## src/rtl/pipeline_pkg.sv

```systemverilog
// Shared constants for the MIPS pipeline stages.
//   - aluop classes produced by decode
//   - ALU control codes consumed by the ALU datapath
//   - R-type funct field values
//   - bit positions inside the WB and M control bundles
package pipeline_pkg;

  // aluop classes from decode
  localparam logic [1:0] ALUOP_ADD   = 2'b00;
  localparam logic [1:0] ALUOP_SUB   = 2'b01;
  localparam logic [1:0] ALUOP_RTYPE = 2'b10;

  // ALU control codes
  localparam logic [2:0] ALU_AND = 3'b000;
  localparam logic [2:0] ALU_OR  = 3'b001;
  localparam logic [2:0] ALU_ADD = 3'b010;
  localparam logic [2:0] ALU_NOP = 3'b011;
  localparam logic [2:0] ALU_SUB = 3'b110;
  localparam logic [2:0] ALU_SLT = 3'b111;

  // R-type funct values (instruction bits [5:0])
  localparam logic [5:0] FUNCT_ADD = 6'b100000;
  localparam logic [5:0] FUNCT_SUB = 6'b100010;
  localparam logic [5:0] FUNCT_AND = 6'b100100;
  localparam logic [5:0] FUNCT_OR  = 6'b100101;
  localparam logic [5:0] FUNCT_SLT = 6'b101010;

  // Bit positions within wb_ctl = {regwrite, memtoreg}
  localparam int WB_REGWRITE = 1;
  localparam int WB_MEMTOREG = 0;

  // Bit positions within m_ctl = {branch, memread, memwrite}
  localparam int M_BRANCH   = 2;
  localparam int M_MEMREAD  = 1;
  localparam int M_MEMWRITE = 0;

endpackage

```

## src/rtl/alu.sv

```systemverilog
// Combinational ALU for the execute stage: ALU-control decode plus datapath.
// Ports:
//   aluop  [1:0]        op class from decode
//   funct  [5:0]        funct field, only meaningful when aluop is R-type
//   a, b   [DATA_W-1:0] operands
//   result [DATA_W-1:0] ALU result (0 for NOP / unknown ops)
//   zero                result == 0
module alu
  import pipeline_pkg::*;
#(
  parameter int DATA_W = 32
) (
  input  logic [1:0]        aluop,
  input  logic [5:0]        funct,
  input  logic [DATA_W-1:0] a,
  input  logic [DATA_W-1:0] b,
  output logic [DATA_W-1:0] result,
  output logic              zero
);

  logic [2:0] alu_ctl;

  // aluop=11 and unrecognised functs both fall to NOP so the result is a
  // well-defined 0 rather than whatever the adder happens to produce.
  always_comb begin
    alu_ctl = ALU_NOP;
    case (aluop)
      ALUOP_ADD: alu_ctl = ALU_ADD;
      ALUOP_SUB: alu_ctl = ALU_SUB;
      ALUOP_RTYPE: begin
        case (funct)
          FUNCT_ADD: alu_ctl = ALU_ADD;
          FUNCT_SUB: alu_ctl = ALU_SUB;
          FUNCT_AND: alu_ctl = ALU_AND;
          FUNCT_OR:  alu_ctl = ALU_OR;
          FUNCT_SLT: alu_ctl = ALU_SLT;
          default:   alu_ctl = ALU_NOP;
        endcase
      end
      default: alu_ctl = ALU_NOP;
    endcase
  end

  // ADD/SUB wrap modulo 2^DATA_W; no overflow detection.
  always_comb begin
    result = '0;
    case (alu_ctl)
      ALU_AND: result = a & b;
      ALU_OR:  result = a | b;
      ALU_ADD: result = a + b;
      ALU_SUB: result = a - b;
      ALU_SLT: result = {{(DATA_W-1){1'b0}}, ($signed(a) < $signed(b))};
      default: result = '0;
    endcase
  end

  assign zero = (result == '0);

endmodule

```

## src/rtl/i_execute.sv

```systemverilog
// Execute stage of the 5-stage MIPS pipeline.
// Takes the ID/EX bundle, computes ALU result, zero flag, branch target and
// destination register, and registers everything into the EX/MEM latch.
// Ports:
//   clk, rst                 clock, synchronous active-high reset
//   wb_ctl[1:0], m_ctl[2:0]  control bundles, passed through unchanged
//   regdst                   1: dest = instr_1511, 0: dest = instr_2016
//   alusrc                   1: operand B = s_extend, 0: operand B = rdata2
//   aluop[1:0]               ALU op class
//   npc                      PC+4 of this instruction
//   rdata1, rdata2           register read values
//   s_extend                 sign-extended immediate ([5:0] = funct)
//   instr_2016, instr_1511   rt / rd fields
//   EX_MEM_*                 registered outputs to the memory stage
// The latch loads every cycle; there is no stall or hold. Reset loads a
// bubble (all zeros: no regwrite, no memwrite, no branch).
module i_execute
  import pipeline_pkg::*;
#(
  parameter int DATA_W = 32,
  parameter int REG_AW = 5
) (
  input  logic              clk,
  input  logic              rst,
  input  logic [1:0]        wb_ctl,
  input  logic [2:0]        m_ctl,
  input  logic              regdst,
  input  logic              alusrc,
  input  logic [1:0]        aluop,
  input  logic [DATA_W-1:0] npc,
  input  logic [DATA_W-1:0] rdata1,
  input  logic [DATA_W-1:0] rdata2,
  input  logic [DATA_W-1:0] s_extend,
  input  logic [REG_AW-1:0] instr_2016,
  input  logic [REG_AW-1:0] instr_1511,
  output logic [1:0]        EX_MEM_wb_ctl,
  output logic [2:0]        EX_MEM_m_ctl,
  output logic [DATA_W-1:0] EX_MEM_npc,
  output logic              EX_MEM_zero,
  output logic [DATA_W-1:0] EX_MEM_alu_result,
  output logic [DATA_W-1:0] EX_MEM_rdata2,
  output logic [REG_AW-1:0] EX_MEM_rd
);

  logic [DATA_W-1:0] alu_b;
  logic [DATA_W-1:0] alu_result;
  logic              alu_zero;
  logic [DATA_W-1:0] branch_target;
  logic [REG_AW-1:0] dest_reg;

  assign alu_b    = alusrc ? s_extend : rdata2;
  assign dest_reg = regdst ? instr_1511 : instr_2016;

  // Word offset shifted into a byte offset; the top two immediate bits fall
  // off and the sum wraps at DATA_W. Computed regardless of branch.
  assign branch_target = npc + {s_extend[DATA_W-3:0], 2'b00};

  alu #(
    .DATA_W(DATA_W)
  ) u_alu (
    .aluop (aluop),
    .funct (s_extend[5:0]),
    .a     (rdata1),
    .b     (alu_b),
    .result(alu_result),
    .zero  (alu_zero)
  );

  always_ff @(posedge clk) begin
    if (rst) begin
      EX_MEM_wb_ctl     <= '0;
      EX_MEM_m_ctl      <= '0;
      EX_MEM_npc        <= '0;
      EX_MEM_zero       <= 1'b0;
      EX_MEM_alu_result <= '0;
      EX_MEM_rdata2     <= '0;
      EX_MEM_rd         <= '0;
    end else begin
      EX_MEM_wb_ctl     <= wb_ctl;
      EX_MEM_m_ctl      <= m_ctl;
      EX_MEM_npc        <= branch_target;
      EX_MEM_zero       <= alu_zero;
      EX_MEM_alu_result <= alu_result;
      EX_MEM_rdata2     <= rdata2;
      EX_MEM_rd         <= dest_reg;
    end
  end

endmodule

```

## config.mk

```make
export PLATFORM = sky130hd
export DESIGN_NAME = i_execute
export DESIGN_NICKNAME = d
export VERILOG_FILES = /design/src/rtl/pipeline_pkg.sv /design/src/rtl/alu.sv /design/src/rtl/i_execute.sv
export SDC_FILE = /design/constraint.sdc
export NUM_CORES = 1
export LEC_CHECK = 0
export CORE_ASPECT_RATIO = 1.4
export CORE_UTILIZATION = 32
export CTS_CLUSTER_DIAMETER = 50
export DETAILED_ROUTE_END_ITERATION = 12
export PLACE_DENSITY = 0.66
export SLEW_MARGIN = 40
export SYNTH_ARGS = -nofsm -noshare
export SYNTH_HDL_FRONTEND = slang
export SYNTH_SLANG_ARGS = --single-unit
export TNS_END_PERCENT = 100
```

## constraint.sdc

```tcl
create_clock -name clk -period 8.1 [get_ports clk]
set_input_delay 1.215 -clock clk [delete_from_list [all_inputs] [get_ports clk]]
set_output_delay 1.215 -clock clk [all_outputs]
set_load 0.05 [all_outputs]
```

==> flow_metrics.py, run 1 <==
# Synthesis and PnR figures
metrics = {
    "cells_and_area": {
        "utilization": 0.430,
        "fin_cells": 1829,
        "fillers": 2981,
        "mi_logic_area_sq_um": 6930,
        "drive_above_1_share": 0.0416,
        "final_nets": 1717,
        "seq_area_sq_um": 2140,
    },
    "yosys": {
        "yosys-stat-cells": 1222,
        "ys_warn_count": 0,
        "syn_inst": 1222,
        "ff_type": "dfxtp_1",
        "syn-num-nets": 1500,
        "ys_seq_frac": 0.220,
        "synth_area_sq_um": 9740,
        "ys.flops": 107,
        "synth_cell_types": 90,
        "edf_count": 0,
        "ys_chip_area_sq_um": 9740,
        "async_reset_ff_frac": 0,
        "avgSynthCellArea_sq_um": 7.97,
    },
    "clock_tree": {
        "holdBufCountCts": 0,
        "cts_root_buf": "clkbuf_16",
        "clock_path_buffers": 2,
        "path_clk_slew_ns": 0.07,
        "ctsResizeCount": 0,
        "cts_tree": "built",
        "post_cts_buffers": 0,
        "htreeDepth": 3,
    },
    "drt": {
        "vias_per_cell": 5.44,
        "detail-route-antenna-nets": 0,
        "firstDrtPassIters": 6,
        "wirelength_mm": 35.5,
        "drtIter0Drc": 749,
        "drc_errors": 0,
        "num_vias": 9944,
        "avgRoutedWirePerCell_um": 19.4,
    },
    "min_path": {
        "worstHoldPathType": "input port to flop",
    },
    "setup_path": {
        "cp.required_ns": 8.42,
        "path_cells": "clkdlybuf4s50_1, mux2i_1, inv_1, fa_1, or2_2, a22o_4, o211ai_4, a211oi_2, o211a_1, xor2_1, a222oi_1, nand4_1, or4_1, nor3_1, and3_1",
        "path_buffers": 2,
        "max_stage_delay_ns": 0.60,
        "path_max_fanout": 8,
        "crit_slowest_cell": "or4_1",
        "critPathTopFamily": "simple AND/OR/NAND/NOR gates",
        "worstSetupEndpointType": "flop",
        "start_kind": "input port",
        "setup.worst_path.class": "input port to flop",
        "crit_arrival_ns": 5.86,
    },
    "global_routing": {
        "antenna_found_initial": 1,
        "track_usage": 0.224,
        "grt_pass1_wl_mm": 53.7,
        "grt_pass1_vias": 9693,
        "globalRouteOverflowTotal": 0,
        "grt_max_degree": 59,
    },
    "job": {
        "tool_warnings": 89,
        "drv_cap": 0,
    },
    "floorplan": {
        "row_count": 75,
        "die_x_um": 149,
        "fp_util": 0.326,
        "die-area_sq_um": 31200,
        "chipHeight_um": 208,
        "io_pins": 256,
        "fp.coreArea_sq_um": 29900,
    },
    "final_timing": {
        "tns_ns": 0,
        "hold_viol": 0,
        "finalSetupViolCount": 0,
        "rsz0062_at_grt": "no",
        "fmaxAchievable_mhz": 180,
        "period_used_share": 0.685,
        "min_period_ns": 5.55,
        "worst_pin_slew_ns": 0.681,
        "slew_viol_final": 0,
        "relSlewSlack": 0.533,
    },
    "power_and_ir_drop": {
        "irDropWorstVdd_mv": 0.107,
        "p_per_area_nw_per_um2": 160,
        "power.leakage_nw": 5.55,
    },
    "placement": {
        "dpl-instance-area_sq_um": 12500,
        "dp_slack_ns": 2.19,
        "io_buffers": 255,
        "dp.final_hpwl_mm": 28.6,
        "dp.cells": 1812,
        "gp_congestion": 0.940,
    },
    "run_status": {
        "outcome": "completed",
    },
}
## run 1: metal layers
layer | routed length (um) | global-route usage
met1 | 14400 | 0.270
met2 | 17100 | 0.380
met3 | 2330 | 0.0346
met4 | 1670 | 0.116
met5 | 0 | 0
## run 1: path summary, 6_finish.rpt
| kind | start | to | slack (ns) | depth (start not counted) |
|---|---|---|---|---|
| setup / recovery | s_extend[1] | EX_MEM_zero | 2.55 | 15 |
| hold / removal | rst | EX_MEM_npc[3] | 1.32 | 2 |
## run 1: layout by cell type (no fill, tap or decap), types with 5 or more instances in the layout
cell	count
nand2b_1	14
o21bai_1	10
nor3_1	31
a31oi_1	5
a21oi_1	84
clkbuf_16	9
nand4_1	9
xnor2_1	26
a22oi_1	6
nand2_1	71
o21a_1	14
nor2_1	118
a221oi_1	7
buf_4	8
nor4_1	6
or2_2	7
ha_1	126
o21ai_1	8
nor2b_1	63
o31ai_1	12
a211oi_1	18
inv_1	97
and3_1	8
a211o_1	7
mux2i_1	46
and2_1	6
xor2_1	19
nand3_1	13
or4_1	6
a21o_1	27
dfxtp_1	107
or3_1	17
o21ai_0	61
clkdlybuf4s50_1	253
o31a_1	7
nor3b_1	6
o211ai_1	9
## run 1: synth_stat cells, types with 8 or more instances
library cell  instances  area [sq um]
nand3_1              13          65.1
dfxtp_1             107          2140
a211oi_1             18           135
nand2b_1             14          87.6
o31ai_1              12          90.1
nand2_1              71           267
o21ai_1               8          40.0
o21bai_1             10          75.1
xnor2_1              26           228
a21o_1               27           203
nor2_1              118           443
ha_1                126          1580
a21oi_1              84           420
nor3_1               32           160
clkbuf_1             36           135
inv_1                97           364
xor2_1               19           166
nor2b_1              63           394
and3_1                8          50.1
or3_1                17           106
o21ai_0              61           305
nand4_1               9          56.3
mux2i_1              46           460
o21a_1               14           105
o211ai_1              9          67.6
## run 1: cells by family after synthesis
family / share of synthesized area
and+or+nand+nor: 0.208
xor gates and xnor gates: 0.0404
AOI/OAI and AO/OA: 0.247
DFF: 0.220
adders and majority gates: 0.168
buffers and inverters: 0.0699
muxes: 0.0473
## run 1: sequential cells by signal, summed over array words and instances, names as in the netlist
register and flops:
EX_MEM_alu_result 32, EX_MEM_rd 5, EX_MEM_rdata2 32, EX_MEM_npc 32
EX_MEM_zero 1, EX_MEM_m_ctl 3, EX_MEM_wb_ctl 2
## run 1: layout make-up
type	count	area share
Tap cell	385	0.0375
Clock buffer	10	0.0186
Clock inverter	5	0.00603
Inverter	99	0.0289
Multi-Input combinational cell	959	0.539
Antenna cell	1	0.000195
Sequential cell	107	0.167
Timing Repair Buffer	263	0.204
## run 1: power by group
part	total [mW]	leakage, nW	switching [mW]	internal (mW)
registers	0.588	0.888	0.0129	0.575
logic	0.987	4.51	0.605	0.383
clock network	0.480	0.154	0.204	0.277
total	2.06	5.55	0.821	1.23
## run 1: per-stage QoR
stage	hold WS (ns)	power, mW
final	1.32	2.06
after floorplan	1.34	1.25
after global routing	1.35	2.16
after global placement	1.69	1.57
after CTS	1.31	2.06
after detailed placement	1.70	1.58
==> run_1/sizes.png <==
Scale bar: 50 um.
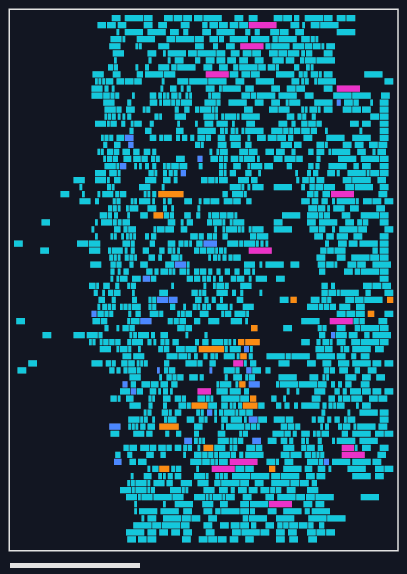
legend:
  _2 cells:
    color: blue
    cells: 28
    share: 1.9%
  _6 and larger:
    color: magenta
    cells: 14
    share: 0.97%
  _0 and _1 cells:
    color: cyan
    cells: 1383
    share: 96%
  _3 and _4 cells:
    color: orange
    cells: 18
    share: 1.2%
Signal buffers: 263
final worst setup slack: 2.55 ns
Area Overhead vs Synth: 32.0%
cell area after layout: 12900 sq um

==> run_1/flops_by_reg.png <==
Scale bar: 50 um. Other sequential cells in the stronger gray, the rest of the logic in the fainter gray.
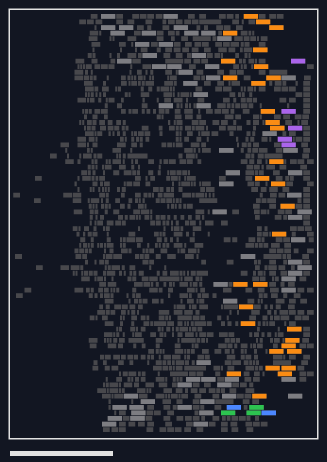
legend:
  EX_MEM_wb_ctl:
    color: blue
    placed_flops: 2
  EX_MEM_m_ctl:
    color: green
    placed_flops: 3
  EX_MEM_rd:
    color: purple
    placed_flops: 5
    where: north-east
  EX_MEM_npc:
    color: orange
    placed_flops: 32
    where: a column on the right
not colored: 65

==> run_1/io_fan.png <==
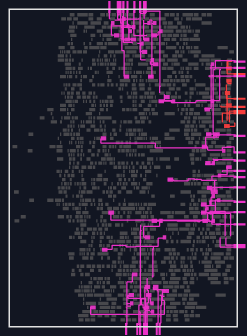
legend:
  rdata2:
    color: magenta
    bits: 32
    direction: input
    end_cells: 64
    buffers: 32
    wire: 1660 um
  instr_1511:
    color: red
    bits: 5
    direction: input
    end_cells: 5
    buffers: 5
    wire: 108 um

==> run_1/clocks.png <==
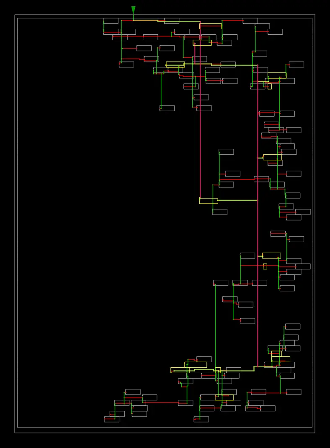
clock distribution power: 0.480 mW
Num CTS Buffers: 9
clkbuf count: 10
seq_cells: 107
Clock Sinks: 107

==> run_1/wires.png <==
Scale bar: 50 um.
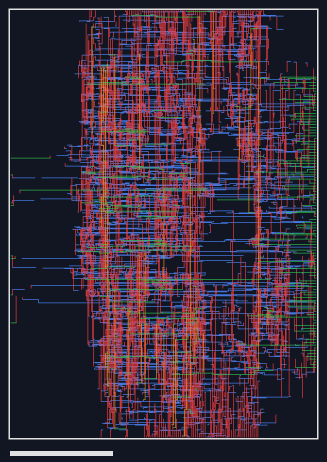

==> run 2, diff against run 1 <==
--- a/config.mk
+++ b/config.mk
@@ -9,7 +9,7 @@
 export CORE_UTILIZATION = 32
 export CTS_CLUSTER_DIAMETER = 50
 export DETAILED_ROUTE_END_ITERATION = 12
-export PLACE_DENSITY = 0.66
+export PLACE_DENSITY = 0.68
 export SLEW_MARGIN = 40
 export SYNTH_ARGS = -nofsm -noshare
 export SYNTH_HDL_FRONTEND = slang
==> constraint.sdc (replaced) <==
create_clock -name clk -period 4.69 [get_ports clk]
set_input_delay 0.7035 -clock clk [delete_from_list [all_inputs] [get_ports clk]]
set_output_delay 0.7035 -clock clk [all_outputs]
set_load 0.05 [all_outputs]
==> run_2/wires.png <==
Scale bar: 50 um.
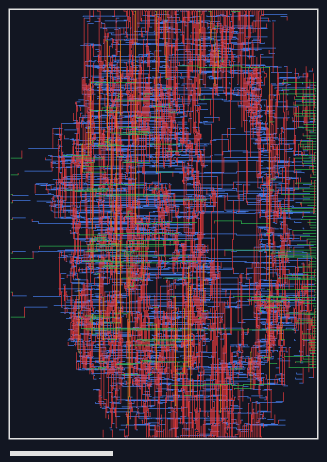
legend:
  metal 2:
    color: red
    wire_length: 19100 um
  metal 3:
    color: green
    wire_length: 2280 um
  metal 4:
    color: orange
    wire_length: 1430 um
  metal 1:
    color: blue
    wire_length: 15200 um
wire length per cell: 18.7 um
gr usage total: 0.240
final wirelength: 38.0 mm

==> flow_metrics.py, run 2 <==
# Synthesis and PnR figures
metrics = {
    "min_path": {
        "worstHoldPathType": "input port to flop",
    },
    "yosys": {
        "ys_chip_area_sq_um": 9740,
        "ys_warn_count": 0,
        "async_reset_ff_frac": 0,
        "top_area_cell": "dfxtp_1",
        "common_cells": "ha_1, nor2_1, dfxtp_1",
        "ff_type": "dfxtp_1",
        "yosys-stat-cells": 1222,
        "syn-num-nets": 1500,
        "ys.flops": 107,
        "synth_cell_types": 90,
        "avgSynthCellArea_sq_um": 7.97,
        "edf_count": 0,
        "syn_inst": 1222,
        "yosysMostFrequentCell": "ha_1",
        "topCellsByArea": "dfxtp_1, ha_1, mux2i_1",
        "synth_area_sq_um": 9740,
        "ys_seq_frac": 0.220,
        "top_cell_area_share": 0.220,
    },
    "floorplan": {
        "chipHeight_um": 208,
        "die_x_um": 149,
        "die-area_sq_um": 31200,
        "fp_util": 0.326,
        "io_pins": 256,
        "fp.coreArea_sq_um": 29900,
        "row_count": 75,
    },
    "cells_and_area": {
        "utilization": 0.486,
        "final_nets": 1920,
        "fin_cells": 2035,
        "layout.cells.most_common": "clkdlybuf4s50_1",
        "drive_above_1_share": 0.166,
        "fillers": 2877,
        "final_cell_mix": "clkdlybuf4s50_1, buf_4, ha_1",
        "top_regs": "EX_MEM_alu_result x32, EX_MEM_npc x32, EX_MEM_rdata2 x32",
        "postLayoutCellArea_sq_um": 14500,
        "area_delta_synth_final_pct": 49.2,
    },
    "drt": {
        "wl_met2_mm": 19.1,
        "firstDrtPassIters": 6,
        "drtIter0Drc": 733,
        "dr_wl_met3_mm": 2.28,
        "met1_length_mm": 15.2,
        "vias_per_cell": 5.25,
        "top_layer": "met4",
        "num_vias": 10700,
        "detail-route-antenna-nets": 0,
        "drc_errors": 0,
    },
    "placement": {
        "io_buffers": 255,
        "dp.final_hpwl_mm": 31.5,
        "dpl-instance-area_sq_um": 14100,
        "gp_congestion": 0.963,
        "dp.cells": 2015,
    },
    "global_routing": {
        "antenna_found_initial": 3,
        "globalRouteOverflowTotal": 0,
        "grt_max_degree": 72,
        "grt_pass1_vias": 10500,
        "grt_pass1_wl_mm": 57.5,
    },
    "job": {
        "drv_cap": 0,
        "tool_warnings": 89,
    },
    "power_and_ir_drop": {
        "power.leakage_nw": 6.58,
        "p_per_area_nw_per_um2": 276,
        "irDropWorstVdd_mv": 0.192,
    },
    "setup_path": {
        "path_max_fanout": 5,
        "endpoint": "EX_MEM_zero",
        "start_kind": "input port",
        "cp.required_ns": 5.01,
        "critPathTopFamily": "simple AND/OR/NAND/NOR gates",
        "path_cells": "clkdlybuf4s50_1, mux2i_1, inv_1, ha_1, fa_1, or2_2, a22o_4, o211ai_4, a211oi_2, o211a_1, xor2_1, a222oi_1, nand4_1, or4_1, nor3_1, and3_1",
        "worstSetupEndpointType": "flop",
        "crit_arrival_ns": 4.89,
        "worst-path-stages": 16,
        "max_stage_delay_ns": 0.55,
        "crit_slowest_cell": "or4_1",
        "setup.worst_path.class": "input port to flop",
        "path_buffers": 2,
        "crit_path_start": "rdata2[0]",
    },
    "final_timing": {
        "fmaxAchievable_mhz": 219,
        "min_period_ns": 4.56,
        "period_used_share": 0.973,
        "tns_ns": 0,
        "relSlewSlack": 0.516,
        "finalSetupViolCount": 0,
        "slew_viol_final": 0,
        "hold_viol": 0,
        "worst_pin_slew_ns": 0.727,
    },
    "clock_tree": {
        "cts_root_buf": "clkbuf_16",
        "path_clk_slew_ns": 0.08,
        "htreeDepth": 3,
        "numCtsBuffers": 9,
        "cts_tree": "built",
        "cts_sinks": 107,
        "clock_path_buffers": 2,
    },
    "run_status": {
        "outcome": "completed",
    },
}
==> run_2/flops_by_reg.png <==
Scale bar: 50 um. Other sequential cells in the stronger gray, the rest of the logic in the fainter gray.
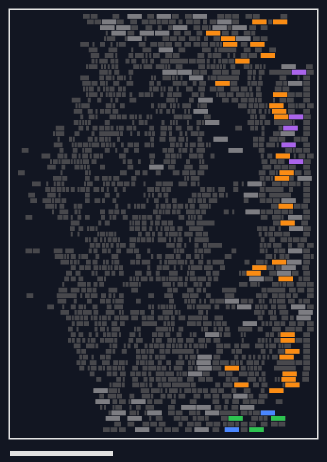
legend:
  EX_MEM_rd:
    color: purple
    placed_flops: 5
    where: north-east
  EX_MEM_wb_ctl:
    color: blue
    placed_flops: 2
  EX_MEM_npc:
    color: orange
    placed_flops: 32
    where: a column on the right
  EX_MEM_m_ctl:
    color: green
    placed_flops: 3
not colored: 65

-- run 2: worst min path at each step --
stage	start	end	slack [ns]	cells after the start
2_1_floorplan	m_ctl[0]	EX_MEM_m_ctl[0]	0.83	1
3_3_place_gp	rst	EX_MEM_alu_result[16]	1.15	2
3_5_place_dp	rst	EX_MEM_alu_result[22]	1.15	2
4_1_cts	rst	EX_MEM_alu_result[31]	0.76	2
5_1_grt	rst	EX_MEM_alu_result[17]	0.79	2
6_report	rst	EX_MEM_alu_result[22]	0.76	2
-- run 2: power by group --
| part | total [mW] | internal (mW) | switching (mW) |
|---|---|---|---|
| clock | 0.994 | 0.630 | 0.364 |
| combinational | 2.00 | 0.884 | 1.12 |
| sequential | 1.01 | 0.993 | 0.0219 |
-- run 2: timing repair --
| item | 4_1_cts | 5_1_grt |
|---|---|---|
| setup endpoints to repair | 0 | 1 |
| resized | 0 | 11 |
| buffers inserted | 0 | 1 |
| hold buffers | 0 | 0 |
-- run 2: final cells by class --
class	instances	area [sq um]	area share
flip-flops and latches	107	2140	0.147
inverters	99	372	0.0256
clock inverters	7	164	0.0113
multi-input cells	959	6970	0.479
well taps	385	482	0.0331
diodes	3	7.51	0.000516
clock buffers	9	225	0.0155
repair buffers	466	4180	0.288
-- run 2: logic make-up (layout without fill, tap and decap cells) --
kind of cell,count (synthesis),in the layout,synth area share
muxes,46,46,0.0473
other,0,3,0
buffers and inverters,156,581,0.0699
adders and majority gates,129,129,0.168
and+or+nand+nor,397,397,0.208
AOI/OAI and AO/OA,342,342,0.247
DFF,107,107,0.220
xor gates and xnor gates,45,45,0.0404
-- run 2: per-stage QoR --
stage               hold WS (ns)  power (mW)  setup slack, ns
floorplan                  0.832        2.17           0.0236
global placement            1.15        2.99           -0.358
detailed placement          1.15        3.01           -0.332
CTS                        0.760        4.01           0.0389
global route               0.789        4.20          -0.0123
finish                     0.755        4.01            0.127
-- run 2: metal layers --
layer / vias up / track usage
met1: 5042 / 0.282
met5: - / 0
met4: 0 / 0.104
li1: 5187 / -
met2: 384 / 0.433
met3: 77 / 0.0263
No activity file was given, so power comes from the tool's default toggle rates.
